--- src/rtl/sem_byte_assembler_pkg.sv ---
// Shared types for the semaphore byte assembler.
//   asm_state_t : reader FSM states (IDLE -> TAKE -> GAP -> IDLE)
//   SEM_WORD_W  : default assembled word width
package sem_pkg;

  typedef enum logic [1:0] {
    IDLE = 2'd0,
    TAKE = 2'd1,
    GAP  = 2'd2
  } asm_state_t;

  localparam int SEM_WORD_W = 8;

endpackage

--- src/rtl/sem_byte_assembler_if.sv ---
// Bus bundle for sem_byte_assembler.
//   sema_* : one-bit storage side (empty flag, stored bit, consume pulse)
//   byte_* : valid/ready word output
//   flush_i, bit_count_o : partial-word control/status
// master = assembler side, slave = storage/consumer side.
interface sem_byte_assembler_if
  import sem_pkg::*;
#(
  parameter int WIDTH = SEM_WORD_W
) ();

  localparam int CW = $clog2(WIDTH + 1);

  logic             sema_is_empty_i_s;
  logic             sema_data_i_s;
  logic             sema_ready_o_s;
  logic             flush_i;
  logic [WIDTH-1:0] byte_data_o;
  logic             byte_valid_o;
  logic             byte_ready_i;
  logic [CW-1:0]    bit_count_o;

  modport master (
    input  sema_is_empty_i_s, sema_data_i_s, flush_i, byte_ready_i,
    output sema_ready_o_s, byte_data_o, byte_valid_o, bit_count_o
  );

  modport slave (
    output sema_is_empty_i_s, sema_data_i_s, flush_i, byte_ready_i,
    input  sema_ready_o_s, byte_data_o, byte_valid_o, bit_count_o
  );

endinterface

--- src/rtl/sem_byte_assembler_shift_in.sv ---
// Shift register plus bit counter for the partial word.
//   shift_en : shift bit_i in and bump count
//   clear    : zero register and count (wins over shift_en)
//   word     : register with bit_i already shifted in (combinational), so
//              the top can load a completed word on the edge the last bit
//              arrives without an extra cycle
//   count    : bits currently held
module sem_shift_in
  import sem_pkg::*;
#(
  parameter int WIDTH     = SEM_WORD_W,
  parameter bit MSB_FIRST = 1'b1,
  parameter int CW        = $clog2(WIDTH + 1)
) (
  input  logic             clk,
  input  logic             rst,
  input  logic             shift_en,
  input  logic             bit_i,
  input  logic             clear,
  output logic [WIDTH-1:0] word,
  output logic [CW-1:0]    count
);

  logic [WIDTH-1:0] sr;
  logic [WIDTH-1:0] sr_shift;

  generate
    if (MSB_FIRST) begin : g_msb
      // first bit received ends up in WIDTH-1
      assign sr_shift = {sr[WIDTH-2:0], bit_i};
    end else begin : g_lsb
      // first bit received ends up in 0
      assign sr_shift = {bit_i, sr[WIDTH-1:1]};
    end
  endgenerate

  assign word = sr_shift;

  always_ff @(posedge clk or posedge rst) begin
    if (rst) begin
      sr    <= '0;
      count <= '0;
    end else if (clear) begin
      sr    <= '0;
      count <= '0;
    end else if (shift_en) begin
      sr    <= sr_shift;
      count <= count + CW'(1);
    end
  end

endmodule

--- src/rtl/sem_byte_assembler.sv ---
// Reader end of the semaphore one-bit storage. Consumes each stored bit
// with a one-cycle sema_ready_o_s pulse, assembles WIDTH-bit words and
// presents them on a valid/ready port.
//   clk_s, rst_s : clock, async active-high reset
//   bus          : sema_* storage side, byte_* output, flush_i, bit_count_o
// The FSM spends IDLE -> TAKE -> GAP per bit; GAP gives the storage flag
// a cycle to clear so a bit is never consumed twice.
module sem_byte_assembler
  import sem_pkg::*;
#(
  parameter int WIDTH     = SEM_WORD_W,
  parameter bit MSB_FIRST = 1'b1
) (
  input  logic                 clk_s,
  input  logic                 rst_s,
  sem_byte_assembler_if.master bus
);

  localparam int CW = $clog2(WIDTH + 1);
  localparam logic [CW-1:0] LAST = CW'(WIDTH - 1);

  asm_state_t       state, state_nxt;
  logic [WIDTH-1:0] word;
  logic [CW-1:0]    count;
  logic             take;
  logic             last_bit;
  logic             slot_free;
  logic             take_ok;
  logic             shift_en;
  logic             clear;
  logic             load;

  assign take      = (state == TAKE);
  assign last_bit  = (count == LAST);
  assign slot_free = !bus.byte_valid_o || bus.byte_ready_i;
  // Only the word-completing bit needs a free slot; earlier bits can
  // always be absorbed, so back-pressure leaves just the last bit stored.
  assign take_ok   = (count < LAST) || slot_free;

  assign shift_en  = take && !last_bit && !bus.flush_i;
  assign load      = take &&  last_bit && !bus.flush_i;
  // A flush during TAKE still consumes the bit; it just never lands.
  assign clear     = bus.flush_i || (take && last_bit);

  always_ff @(posedge clk_s or posedge rst_s) begin
    if (rst_s) state <= IDLE;
    else       state <= state_nxt;
  end

  always_comb begin
    state_nxt = state;
    case (state)
      IDLE:    if (!bus.sema_is_empty_i_s && take_ok) state_nxt = TAKE;
      TAKE:    state_nxt = GAP;
      GAP:     state_nxt = IDLE;
      default: state_nxt = IDLE;
    endcase
  end

  // Moore output: drops asynchronously with the state register on reset.
  assign bus.sema_ready_o_s = take;

  sem_shift_in #(
    .WIDTH     (WIDTH),
    .MSB_FIRST (MSB_FIRST),
    .CW        (CW)
  ) u_shift (
    .clk      (clk_s),
    .rst      (rst_s),
    .shift_en (shift_en),
    .bit_i    (bus.sema_data_i_s),
    .clear    (clear),
    .word     (word),
    .count    (count)
  );

  assign bus.bit_count_o = count;

  // Output register: a load can only happen when the slot was free at
  // IDLE, and the GAP/IDLE cycles in between keep load and transfer from
  // colliding with a still-unaccepted word.
  always_ff @(posedge clk_s or posedge rst_s) begin
    if (rst_s) begin
      bus.byte_data_o  <= '0;
      bus.byte_valid_o <= 1'b0;
    end else if (load) begin
      bus.byte_data_o  <= word;
      bus.byte_valid_o <= 1'b1;
    end else if (bus.byte_valid_o && bus.byte_ready_i) begin
      bus.byte_valid_o <= 1'b0;
    end
  end

endmodule

--- src/flat_wrapper.sv ---
// flat-port wrapper written by rule: the top's interface ports become plain ports
module sem_byte_assembler_flat import sem_pkg::*;
#(
  parameter int WIDTH     = SEM_WORD_W,
  parameter bit MSB_FIRST = 1'b1
)
  (clk_s, rst_s, bus_sema_is_empty_i_s, bus_sema_data_i_s, bus_flush_i, bus_byte_ready_i, bus_sema_ready_o_s, bus_byte_data_o, bus_byte_valid_o, bus_bit_count_o);
  sem_byte_assembler_if #(.WIDTH(WIDTH)) bus_i ();
  input  logic clk_s;
  input  logic rst_s;
  input wire logic [$bits(bus_i.sema_is_empty_i_s)-1:0] bus_sema_is_empty_i_s;
  input wire logic [$bits(bus_i.sema_data_i_s)-1:0] bus_sema_data_i_s;
  input wire logic [$bits(bus_i.flush_i)-1:0] bus_flush_i;
  input wire logic [$bits(bus_i.byte_ready_i)-1:0] bus_byte_ready_i;
  output wire logic [$bits(bus_i.sema_ready_o_s)-1:0] bus_sema_ready_o_s;
  output wire logic [$bits(bus_i.byte_data_o)-1:0] bus_byte_data_o;
  output wire logic [$bits(bus_i.byte_valid_o)-1:0] bus_byte_valid_o;
  output wire logic [$bits(bus_i.bit_count_o)-1:0] bus_bit_count_o;
  assign bus_i.sema_is_empty_i_s = bus_sema_is_empty_i_s;
  assign bus_i.sema_data_i_s = bus_sema_data_i_s;
  assign bus_i.flush_i = bus_flush_i;
  assign bus_i.byte_ready_i = bus_byte_ready_i;
  assign bus_sema_ready_o_s = bus_i.sema_ready_o_s;
  assign bus_byte_data_o = bus_i.byte_data_o;
  assign bus_byte_valid_o = bus_i.byte_valid_o;
  assign bus_bit_count_o = bus_i.bit_count_o;
  sem_byte_assembler #(.WIDTH(WIDTH), .MSB_FIRST(MSB_FIRST)) u_core (.clk_s(clk_s), .rst_s(rst_s), .bus(bus_i));
endmodule
--- config.mk ---
export PLATFORM = sky130hd
export DESIGN_NAME = sem_byte_assembler_flat
export DESIGN_NICKNAME = d
export VERILOG_FILES = /design/src/rtl/sem_byte_assembler_pkg.sv /design/src/rtl/sem_byte_assembler_if.sv /design/src/rtl/sem_byte_assembler_shift_in.sv /design/src/rtl/sem_byte_assembler.sv /design/src/flat_wrapper.sv
export SDC_FILE = /design/constraint.sdc
export NUM_CORES = 1
export LEC_CHECK = 0
export CAP_MARGIN = 20
export CORE_ASPECT_RATIO = 0.75
export CORE_MARGIN = 2
export CORE_UTILIZATION = 23
export CTS_BUF_LIST = sky130_fd_sc_hd__clkbuf_8
export CTS_CLUSTER_DIAMETER = 60
export DETAILED_ROUTE_END_ITERATION = 10
export HOLD_SLACK_MARGIN = 0.08
export PLACE_DENSITY = 0.54
export SLEW_MARGIN = 15
export SYNTH_ARGS = -nofsm -noshare
export SYNTH_HDL_FRONTEND = slang
export SYNTH_SLANG_ARGS = --single-unit
--- constraint.sdc ---
create_clock -name clk_s -period 2.8 [get_ports clk_s]
set_input_delay 0.84 -clock clk_s [delete_from_list [all_inputs] [get_ports clk_s]]
set_output_delay 0.84 -clock clk_s [all_outputs]
set_load 0.02 [all_outputs]
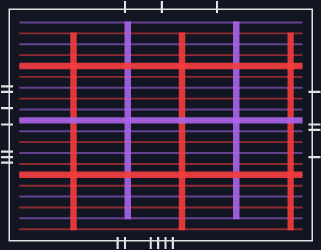
Fig. 1. Floorplan with the power grid (run 1).
Drawn at 4 px/um. Pins as bars on the die edge.
net	colour
VSS	red
VDD	purple
met4 straps	5
met5 straps	3
rows	19
met1 rails	20
peak supply drop: 0.315 mV
core area: 3660 um2

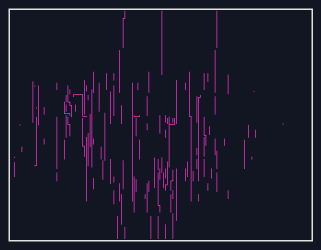
Fig. 2. Metal 2 (run 1).
Drawn at 4 px/um.
main direction	vertical
wire length on this layer	677 um
nets with wire on the layer	84
share of all routed wire	44%

==> flow_summary.ini, run 1 <==
; physical design summary
[status]
status = completed

[detailed_routing]
first_iter_violations = 32
vias = 559
drt_wl_total_um = 1550
drtAntennaViolNets = 0
wl_per_cell_um = 11.1
drc = 0

[final_layout]
syn_to_final_growth_pct = 38.2
fin_cells = 139
antenna_cells = 0
num-nets-final = 95
final_design_area_no_fill_um2 = 1210
drive_above_1_share_pct = 23.0
final_common_cell = dfrtp_1

[sta]
period_needed_ps = 2340
slew_viol_final = 0
hold_slack_ps = 453
setup_tns_ps = 0
post-route-period-util_pct = 83.5
rsz0062_at_grt = false

[yosys]
synth-edff-count = 0
mux_share_pct = 11.5
ys_sh_aoi_pct = 11.4
simple_gate_area_share_pct = 9.69
xor_share_pct = 0.997
synth_cell_types = 19
largest_area_cell = dfrtp_1
most_common_cell = dfrtp_1
top_area_share_pct = 62.7
synthCells = 61

[worst_setup_path]
ff2ff_path_depth = 5
crit_chain = nand2b_4, inv_1, clkdlybuf4s50_1
cp_num_cells = 3
worstSetupStartpointType = flop
cp-end-kind = output pin
cp_max_fo = 6
criticalPathCategory = flop to output pin

[global_route]
grt_usage_pct = 8.29

[clock_network]
cts.path.max_buffers = 2
insertion_delay_ps = 260
cts_htree_levels = 1
cts_hold_buffers = 0
cts-resized-gates = 0

[placement]
numPortBuffers = 19

[hold_path]
hold_end = u_core.state[0]$_DFFE_PP0P_
hp-class = flop to flop

[power_and_ir_drop]
p_per_area_nw_per_um2 = 510
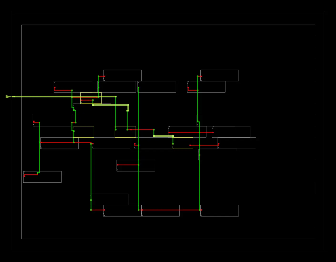
Fig. 3. Clock nets (run 1).
cts bufs inserted: 3
Setup Skew: 2.87 ps
Flop Count: 22

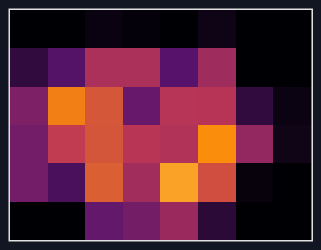
Fig. 4. Local utilization (run 1).
Drawn at 4 px/um. The die is cut into 8 by 6 equal tiles; black is low, pale yellow is high, 0 to 100% covered.
mean over tiles	27%
nearly empty tiles	27%
fullest tile	80%
emptiest ninth of the die	upper right

run 1: routing by layer:
layer	vias to the layer above	global-route usage, %	share of wire (%)
li1	273	-	-
met1	271	11.9	49
met2	15	11.3	44
met3	0	3.71	6.9
met4	0	2.26	0
met5	-	0	0
run 1: registers in the layout (all words and copies together), names as in the netlist:
register,count
u_core.bus.byte_data_o,8
u_core.bus.byte_valid_o,1
u_core.state,2
u_core.u_shift.count,4
u_core.u_shift.sr,7
run 1: power by group:
group | switching [mW] | internal [mW]
registers | 0.00887 | 0.327
logic | 0.0322 | 0.0315
clock network | 0.0945 | 0.125
run 1: layout make-up:
type                       instances  area [um2]
clock buffer                       4        55.1
fill                             377        2450
inverter                           4        15.0
multi-input combinational         34         308
sequential                        22         551
tap                               52        65.1
timing repair buffer              23         220
## Run 2: what changed since run 1
--- a/config.mk
+++ b/config.mk
@@ -13,7 +13,7 @@
 export CTS_CLUSTER_DIAMETER = 60
 export DETAILED_ROUTE_END_ITERATION = 10
 export HOLD_SLACK_MARGIN = 0.08
-export PLACE_DENSITY = 0.54
+export PLACE_DENSITY = 0.55
 export SLEW_MARGIN = 15
 export SYNTH_ARGS = -nofsm -noshare
 export SYNTH_HDL_FRONTEND = slang
==> constraint.sdc (replaced) <==
create_clock -name clk_s -period 2 [get_ports clk_s]
set_input_delay 0.6 -clock clk_s [delete_from_list [all_inputs] [get_ports clk_s]]
set_output_delay 0.6 -clock clk_s [all_outputs]
set_load 0.02 [all_outputs]
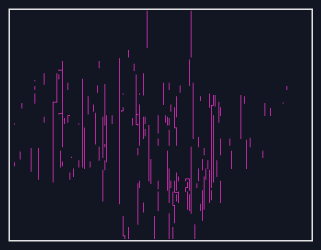
Fig. 5. Metal 2 (run 2).
Drawn at 4 px/um.
longest straight run	36.4 um
nets with wire on the layer	84
main direction	vertical
wire length on this layer	649 um
share of all routed wire	41%
total number of vias: 576
Routed WL: 1570 um

==> run 2 against run 1 <==
Critical path depth down 2; worst setup slack worse by 360 ps; sequential cell count unchanged; wire length up 1.9%; clock-buffer cell count down 1; clock power up about 20%; via count up 3.0%; area after synthesis unchanged; combinational power up 36%.
==> flow_summary.ini, run 2 <==
; physical design summary
[final_layout]
regMostFlops = u_core.bus.byte_data_o
final_common_cell = dfrtp_1
num-nets-final = 96
final_design_area_no_fill_um2 = 1210
syn_to_final_growth_pct = 37.6
drive_above_1_share_pct = 23.0
largest_register_ffs = 8
antenna_cells = 0
nFillCells = 381
top_regs = u_core.bus.byte_data_o x8, u_core.u_shift.sr x7, u_core.u_shift.count x4
fin_cells = 139

[power_and_ir_drop]
power_frac_clock_pct = 32.3
vdd_drop_max_mv = 0.283
cell_internal_pwr_mw = 0.632
comb_power_share_pct = 10.5
p_per_area_nw_per_um2 = 679
p_comb_mw = 0.0865
netSwitchingPower_mw = 0.189

[sta]
slew_viol_final = 0
post-route-period-util_pct = 94.6
period_needed_ps = 1890
setup_tns_ps = 0

[detailed_routing]
first_iter_violations = 49
drc = 0

[worst_setup_path]
criticalPathCategory = flop to output pin
ff2ff_path_depth = 5
cp_num_cells = 1

[yosys]
synth_cell_types = 19
largest_area_cell = dfrtp_1
mux_share_pct = 11.5
xor_share_pct = 0.997
synth-edff-count = 0
synthCells = 61
top_area_share_pct = 62.7
simple_gate_area_share_pct = 9.69
most_common_cell = dfrtp_1

[placement]
numPortBuffers = 19

[status]
status = completed

[clock_network]
cts.path.max_buffers = 2
cts-resized-gates = 1

[global_route]
grt_usage_pct = 8.15

[hold_path]
hold_end = u_core.state[0]$_DFFE_PP0P_
-- run 2: cell counts after synthesis --
Identical to the previous run, type by type.
-- run 2: per-layer routing --
metal,part of all wire [%],global-route usage (%),vias to the layer above
met3,7.9,4.24,2
met2,41,10.2,15
met1,50,12.5,284
met5,0,0,-
li1,-,-,275
met4,0.51,1.50,0
-- run 2: layout make-up --
cell class,instances,area (um2),share of cell area (%)
sequential,22,551,45.5
multi-input combinational,34,308,25.5
timing repair buffer,24,229,18.9
clock buffer,3,41.3,3.42
tap,52,65.1,5.38
inverter,4,15.0,1.24
-- run 2: per-stage QoR --
step / hold slack, ps / total power [mW]
after floorplan: 422 / 0.527
after global placement: 440 / 0.567
after detailed placement: 447 / 0.569
after CTS: 461 / 0.840
after global routing: 488 / 0.861
final: 458 / 0.821
No activity file was given, so power comes from the tool's default toggle rates.
